`src/rtl/store_buffer_pkg.sv`:
```
// rtl/store_buffer_pkg.sv - shared width constants and types for the store buffer and data memory
package store_buffer_pkg;

  localparam int SB_DEPTH  = 4;
  localparam int SB_ADDR_W = 32;
  localparam int SB_DATA_W = 32;

  // Which client owns the data-memory port in the current cycle.
  typedef enum logic [1:0] {
    MEM_IDLE  = 2'd0,
    MEM_DRAIN = 2'd1,
    MEM_LOAD  = 2'd2
  } mem_op_e;

endpackage

```
`src/rtl/store_buffer_if.sv`:
```
// rtl/store_buffer_if.sv - pipeline-side store/load request interface of the store buffer
interface store_buffer_if
  import store_buffer_pkg::*;
#(
  parameter int ADDR_W = SB_ADDR_W,
  parameter int DATA_W = SB_DATA_W
) ();

  logic              st_valid;
  logic [ADDR_W-1:0] st_addr;
  logic [DATA_W-1:0] st_data;
  logic              st_ready;
  logic              ld_valid;
  logic [ADDR_W-1:0] ld_addr;
  logic [DATA_W-1:0] ld_data;
  logic              ld_fwd;

  modport master (
    output st_valid, st_addr, st_data, ld_valid, ld_addr,
    input  st_ready, ld_data, ld_fwd
  );

  modport slave (
    input  st_valid, st_addr, st_data, ld_valid, ld_addr,
    output st_ready, ld_data, ld_fwd
  );

endinterface

```
`src/rtl/store_buffer_fwd_select.sv`:
```
// rtl/store_buffer_fwd_select.sv - sb_fwd_select: youngest-first address match over buffered stores
module sb_fwd_select
  import store_buffer_pkg::*;
#(
  parameter int DEPTH  = SB_DEPTH,
  parameter int ADDR_W = SB_ADDR_W,
  parameter int DATA_W = SB_DATA_W,
  localparam int PTR_W = $clog2(DEPTH)
) (
  input  logic [DEPTH-1:0]  valid_i,
  input  logic [ADDR_W-1:0] addr_i [DEPTH],
  input  logic [DATA_W-1:0] data_i [DEPTH],
  input  logic [PTR_W-1:0]  wr_ptr_i,
  input  logic [ADDR_W-1:0] ld_addr_i,
  output logic              hit_o,
  output logic [DATA_W-1:0] data_o
);

  logic [PTR_W-1:0] idx;

  // Walk oldest to youngest so a later (younger) match overrides an earlier one.
  always_comb begin
    hit_o  = 1'b0;
    data_o = '0;
    idx    = '0;
    for (int k = DEPTH; k >= 1; k--) begin
      idx = wr_ptr_i - PTR_W'(k);
      if (valid_i[idx] && (addr_i[idx] == ld_addr_i)) begin
        hit_o  = 1'b1;
        data_o = data_i[idx];
      end
    end
  end

endmodule

```
`src/rtl/store_buffer.sv`:
```
// rtl/store_buffer.sv - posted-write FIFO in front of data memory with load forwarding
module store_buffer
  import store_buffer_pkg::*;
#(
  parameter int DEPTH  = SB_DEPTH,
  parameter int ADDR_W = SB_ADDR_W,
  parameter int DATA_W = SB_DATA_W
) (
  input  logic              clk,
  input  logic              rst_n,
  store_buffer_if.slave     sb_if,
  output logic              sb_empty_o,
  output logic [ADDR_W-1:0] mem_addr_o,
  output logic [DATA_W-1:0] mem_write_data_o,
  output logic              mem_write_o,
  output logic              mem_read_o,
  input  logic [DATA_W-1:0] mem_rdata_i
);

  localparam int PTR_W = $clog2(DEPTH);
  localparam int CNT_W = $clog2(DEPTH) + 1;

  logic [PTR_W-1:0]  wr_ptr_q, wr_ptr_d;
  logic [PTR_W-1:0]  rd_ptr_q, rd_ptr_d;
  logic [CNT_W-1:0]  count_q, count_d;
  logic [DEPTH-1:0]  valid_q, valid_d;
  logic [ADDR_W-1:0] addr_q [DEPTH];
  logic [DATA_W-1:0] data_q [DEPTH];

  logic    full;
  logic    push;
  logic    pop;
  logic    fwd_hit;
  logic [DATA_W-1:0] fwd_data;
  mem_op_e mem_op;

  // st_ready depends only on registered count, never on st_valid.
  assign full          = (count_q == CNT_W'(DEPTH));
  assign sb_empty_o    = (count_q == '0);
  assign sb_if.st_ready = !full;
  assign push          = sb_if.st_valid && !full;
  assign pop           = !sb_empty_o && !sb_if.ld_valid;

  always_comb begin
    wr_ptr_d = wr_ptr_q;
    rd_ptr_d = rd_ptr_q;
    count_d  = count_q;
    valid_d  = valid_q;
    if (pop) begin
      valid_d[rd_ptr_q] = 1'b0;
      rd_ptr_d          = rd_ptr_q + PTR_W'(1);
    end
    if (push) begin
      valid_d[wr_ptr_q] = 1'b1;
      wr_ptr_d          = wr_ptr_q + PTR_W'(1);
    end
    if (push && !pop) begin
      count_d = count_q + CNT_W'(1);
    end else if (pop && !push) begin
      count_d = count_q - CNT_W'(1);
    end
  end

  always_ff @(posedge clk or negedge rst_n) begin
    if (!rst_n) begin
      wr_ptr_q <= '0;
      rd_ptr_q <= '0;
      count_q  <= '0;
      valid_q  <= '0;
    end else begin
      wr_ptr_q <= wr_ptr_d;
      rd_ptr_q <= rd_ptr_d;
      count_q  <= count_d;
      valid_q  <= valid_d;
    end
  end

  // Entry payload needs no reset: valid_q alone qualifies it.
  always_ff @(posedge clk) begin
    if (push) begin
      addr_q[wr_ptr_q] <= sb_if.st_addr;
      data_q[wr_ptr_q] <= sb_if.st_data;
    end
  end

  sb_fwd_select #(
    .DEPTH  (DEPTH),
    .ADDR_W (ADDR_W),
    .DATA_W (DATA_W)
  ) u_fwd_select (
    .valid_i   (valid_q),
    .addr_i    (addr_q),
    .data_i    (data_q),
    .wr_ptr_i  (wr_ptr_q),
    .ld_addr_i (sb_if.ld_addr),
    .hit_o     (fwd_hit),
    .data_o    (fwd_data)
  );

  assign sb_if.ld_fwd  = sb_if.ld_valid && fwd_hit;
  assign sb_if.ld_data = sb_if.ld_fwd ? fwd_data : mem_rdata_i;

  always_comb begin
    mem_op = MEM_IDLE;
    if (sb_if.ld_valid) begin
      mem_op = MEM_LOAD;
    end else if (!sb_empty_o) begin
      mem_op = MEM_DRAIN;
    end
  end

  always_comb begin
    mem_addr_o       = addr_q[rd_ptr_q];
    mem_write_data_o = data_q[rd_ptr_q];
    mem_write_o      = 1'b0;
    mem_read_o       = 1'b0;
    case (mem_op)
      MEM_LOAD: begin
        mem_addr_o = sb_if.ld_addr;
        mem_read_o = 1'b1;
      end
      MEM_DRAIN: mem_write_o = 1'b1;
      default: ;
    endcase
  end

endmodule

```
`src/flat_wrapper.sv`:
```
// flat-port wrapper written by rule: the top's interface ports become plain ports
module store_buffer_flat import store_buffer_pkg::*;
#(
  parameter int DEPTH  = SB_DEPTH,
  parameter int ADDR_W = SB_ADDR_W,
  parameter int DATA_W = SB_DATA_W
)
  (clk, rst_n, sb_empty_o, mem_addr_o, mem_write_data_o, mem_write_o, mem_read_o, mem_rdata_i, sb_if_st_valid, sb_if_st_addr, sb_if_st_data, sb_if_ld_valid, sb_if_ld_addr, sb_if_st_ready, sb_if_ld_data, sb_if_ld_fwd);
  store_buffer_if #(.ADDR_W(ADDR_W), .DATA_W(DATA_W)) sb_if_i ();
  input  logic clk;
  input  logic rst_n;
  output logic sb_empty_o;
  output logic [ADDR_W-1:0] mem_addr_o;
  output logic [DATA_W-1:0] mem_write_data_o;
  output logic mem_write_o;
  output logic mem_read_o;
  input  logic [DATA_W-1:0] mem_rdata_i;
  input wire logic [$bits(sb_if_i.st_valid)-1:0] sb_if_st_valid;
  input wire logic [$bits(sb_if_i.st_addr)-1:0] sb_if_st_addr;
  input wire logic [$bits(sb_if_i.st_data)-1:0] sb_if_st_data;
  input wire logic [$bits(sb_if_i.ld_valid)-1:0] sb_if_ld_valid;
  input wire logic [$bits(sb_if_i.ld_addr)-1:0] sb_if_ld_addr;
  output wire logic [$bits(sb_if_i.st_ready)-1:0] sb_if_st_ready;
  output wire logic [$bits(sb_if_i.ld_data)-1:0] sb_if_ld_data;
  output wire logic [$bits(sb_if_i.ld_fwd)-1:0] sb_if_ld_fwd;
  assign sb_if_i.st_valid = sb_if_st_valid;
  assign sb_if_i.st_addr = sb_if_st_addr;
  assign sb_if_i.st_data = sb_if_st_data;
  assign sb_if_i.ld_valid = sb_if_ld_valid;
  assign sb_if_i.ld_addr = sb_if_ld_addr;
  assign sb_if_st_ready = sb_if_i.st_ready;
  assign sb_if_ld_data = sb_if_i.ld_data;
  assign sb_if_ld_fwd = sb_if_i.ld_fwd;
  store_buffer #(.DEPTH(DEPTH), .ADDR_W(ADDR_W), .DATA_W(DATA_W)) u_core (.clk(clk), .rst_n(rst_n), .sb_if(sb_if_i), .sb_empty_o(sb_empty_o), .mem_addr_o(mem_addr_o), .mem_write_data_o(mem_write_data_o), .mem_write_o(mem_write_o), .mem_read_o(mem_read_o), .mem_rdata_i(mem_rdata_i));
endmodule
```
`config.mk`:
```
export PLATFORM = sky130hd
export DESIGN_NAME = store_buffer_flat
export DESIGN_NICKNAME = d
export VERILOG_FILES = /design/src/rtl/store_buffer_pkg.sv /design/src/rtl/store_buffer_if.sv /design/src/rtl/store_buffer_fwd_select.sv /design/src/rtl/store_buffer.sv /design/src/flat_wrapper.sv
export SDC_FILE = /design/constraint.sdc
export NUM_CORES = 1
export LEC_CHECK = 0
export ABC_AREA = 0
export ABC_CLOCK_PERIOD_IN_PS = 9400
export CORE_ASPECT_RATIO = 1.4
export CORE_MARGIN = 2
export CORE_UTILIZATION = 45
export DETAILED_ROUTE_END_ITERATION = 10
export HOLD_SLACK_MARGIN = 0.06
export PLACE_DENSITY = 0.71
export SLEW_MARGIN = 20
export SYNTH_ARGS = -nofsm -noshare
export SYNTH_HDL_FRONTEND = slang
export SYNTH_SLANG_ARGS = --single-unit
```
`constraint.sdc`:
```
create_clock -name clk -period 9.4 [get_ports clk]
set_clock_uncertainty 0.1 [all_clocks]
set_input_delay 2.35 -clock clk [delete_from_list [all_inputs] [get_ports clk]]
set_output_delay 2.35 -clock clk [all_outputs]
set_load 0.05 [all_outputs]
```
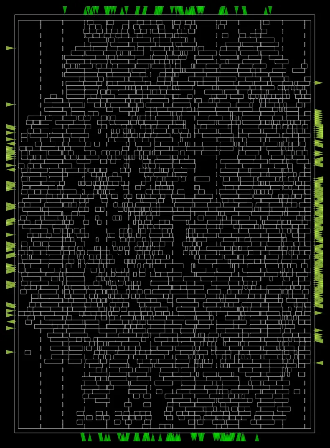
**Above:** cell placement.
total core area: 46900 sq um
fill cell count: 3819
# Taps: 624
Non-Filler Instances: 2306

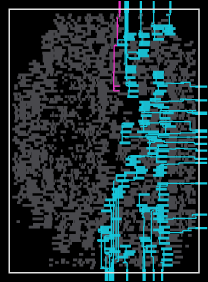
**Above:** nets reached from selected ports.
(1 px per micron)
legend:
  cyan:
    port: sb_if_st_data
    bits: 32
    direction: input
    edge: 14 right, 11 bottom, 7 top
    end_cells: 128
    buffers: 32
    wire: 2360 microns
  magenta:
    port: mem_write_o
    bits: 1
    direction: output
    edge: top
    end_cells: 1
    buffers: 1
    wire: 98.6 microns

==> deck_impl_summary.md <==
Run Summary

Synthesis
  – Count leader, synth: mux4_2
  – Asr flop ratio synth: under 10%
  – Yosys cell count: 1525
  – AO/OA Area Share: 10.5%
  – Count of library flops with an enable pin: 256
  – Syn_area_per_cell: 14.0 sq um
  – Synthesized instance count: 1525
  – Synthesized cell area: about 21000 sq um
  – Yosys adder share: less than 1%
  – Dominant flop cell: edfxtp_1
  – Seq share, synth: 37.2%
  – YS chip area: around 21000 sq um
  – Synth warn: 0
  – Main logic family: multiplexers
  – Area leader, netlist: edfxtp_1
  – FF+latch count, synth: around 270
  – MUX share of area: 36.9%
  – Yosys simple share: between 5 and 6%
  – Netlist cell types: just over 60

Floorplan
  – Die Ht: about 260 microns
  – Fp_density: a little under half
  – Row cnt: 94
  – Die width: 188 microns
  – Ports: 233
  – Full die area: 49300 sq um

STA
  – Aggregate negative setup slack: 0 ns
  – Final period utilization: 92.0%
  – RSZ-0062 raised after global routing: false
  – Max Fclk: ~120 MHz
  – Period minus WS final: 8.65 ns
  – Final hold vios: 0
  – Fin. max-slew vios: 0
  – Worst-margin pin slew: slightly above 0.9 ns

Routing
  – Total Wirelength: ~67 mm
  – Metal-1 WL: 23.8 mm
  – Routed WL per cell: slightly below 30 microns
  – Post-route ant nets: 0
  – Via/cell ratio: 6.90
  – Vias: between 15000 and 20000

Power
  – Clock share of power: 12.9%
  – Int Pwr: 4.80 mW
  – Flop pwr share: ~23%
  – Logic gate share of total power: between 60% and 70%
  – Pwr Density: 340 nW/um^2

Worst setup path
  – Crit start category: input pin
  – CP Max Fanout: 32
  – Critical path arrival: 6.20 ns
  – CP Capture Type: output port

Worst hold path
  – Min-delay worst type: reg -> reg

Clock tree
  – Post-CTS Resized: 0
  – Post-CTS Hold Buffers: 0
  – Postcts setup bufs: 0
  – Worst-skew pair later-pin latency: 0.55 ns
  – H-tree depth: 1

Cells and area
  – Layout Nets: 1803

GRT
  – Largest net degree at the start of global routing: 125
  – Vias in the first global route: 15557
  – First-pass GRT wire length: 100 mm

Placement
  – Final GP Congestion: 1.02
  – # port buffers: 232
  – DP Wirelength: roughly 46 mm

Flow run
  – Maxcap violations: 0

Status
  – Outcome: finished, final reports clean
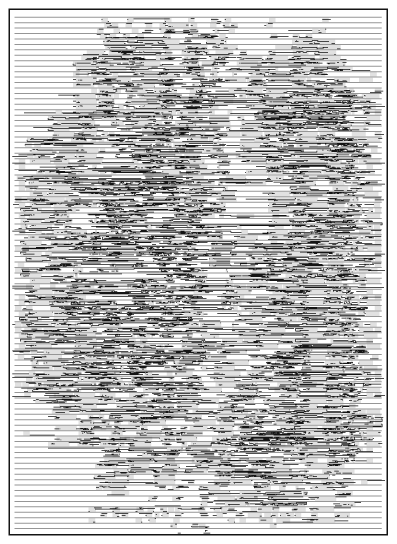
**Above:** the metal 1 layer.
(2 px per micron) Supply wires on this layer in gray.
share of all routed wire: 35%
nets with wire on the layer: 1614

kinds of logic (layout without fill, tap and decap cells):
group,Yosys count,in the layout
multiplexers,431,431
flip-flops,267,267
AND-OR/OR-AND,266,266
AND/OR/NAND/NOR,251,251
buffers and inverters,199,355
XOR/XNOR,101,101
adder cells (fa/ha/maj),10,10
other,0,1
metrics by stage:
stage	area [sq um]	worst slack [ns]	hold slack, ns	total power, mW	util (%)
finish	25300	0.755	0.408	8.60	53.9
global route	25300	0.742	0.427	8.99	53.9
CTS	25300	0.790	0.406	8.63	53.9
detailed placement	24400	0.797	0.397	7.50	52.0
global placement	24400	0.795	0.380	7.45	52.0
floorplan	21400	1.63	0.364	6.10	-
path summary, 6_finish.rpt:
path | start | end | slack [ns] | cells after the start
max in group asynchronous | rst_n | u_core.wr_ptr_q[0] | 6.73 | 1
worst max-delay path | sb_if_ld_addr[1] | sb_if_ld_data[4] | 0.75 | 11
worst min-delay path | u_core.count_q[2] | u_core.count_q[2] | 0.41 | 1
min in group asynchronous | rst_n | u_core.count_q[1] | 2.06 | 1
worst min register to register | u_core.count_q[2] | u_core.count_q[2] | 0.41 | 1
worst max register to register | u_core.wr_ptr_q[0] | u_core.data_q[52] | 6.08 | 5
placed cells by master, fill, tap and decap left out, types with 14 or more instances in the layout:
master,instances
buf_4,46
o21ai_1,32
mux2_2,48
clkdlybuf4s50_1,198
a21bo_2,31
buf_12,36
nor2_1,20
nand4_1,18
clkbuf_16,27
and3_1,32
mux2i_1,101
nand2_1,97
a211oi_1,38
mux4_2,282
edfxtp_1,256
o21ai_0,15
inv_1,25
xor2_1,20
xnor2_1,81
nor3_1,14
o211ai_1,36
nor4_1,39
o41ai_2,30
per-layer routing:
layer,vias up,track usage [%]
met5,-,0
met4,2,11.8
met3,135,2.87
met2,910,48.4
met1,8224,33.0
li1,6650,-
state kept, by name, summed over array words and instances, names as in the netlist:
signal and count:
u_core.addr_q 128, u_core.count_q 3, u_core.data_q 128, u_core.rd_ptr_q 2, u_core.valid_q 4, u_core.wr_ptr_q 2
final cells by class:
cell class                      count  area (sq um)  area share (%)
Antenna cell                        1          2.50         0.00989
Tap cell                          624           781            3.09
Inverter                           26          97.6           0.386
Clock inverter                     15           188           0.742
Clock buffer                       34           712            2.81
Multi-Input combinational cell   1059         12500            49.4
Sequential cell                   267          7980            31.5
Timing Repair Buffer              280          3050            12.0
critical path: stages:
cell and delay, ns:
clkdlybuf4s50_1 0.77, xor2_1 0.23, nor4_1 0.79, o211ai_1 0.39, nor3_1 0.32, a32oi_2 0.09
buf_4 0.30, and3_1 0.21, a211oi_1 0.35, o21ai_1 0.18, buf_12 0.18
power groups by stage:
stage | sequential (mW) | clock, mW | combinational, mW
after floorplan | 1.77 | 0 | 4.33
after global placement | 1.98 | 0 | 5.47
after detailed placement | 2.02 | 0 | 5.49
after CTS | 1.99 | 1.13 | 5.51
after global routing | 2.04 | 1.18 | 5.77
final | 2.00 | 1.11 | 5.50
Power is estimated from default activity; no workload was simulated.
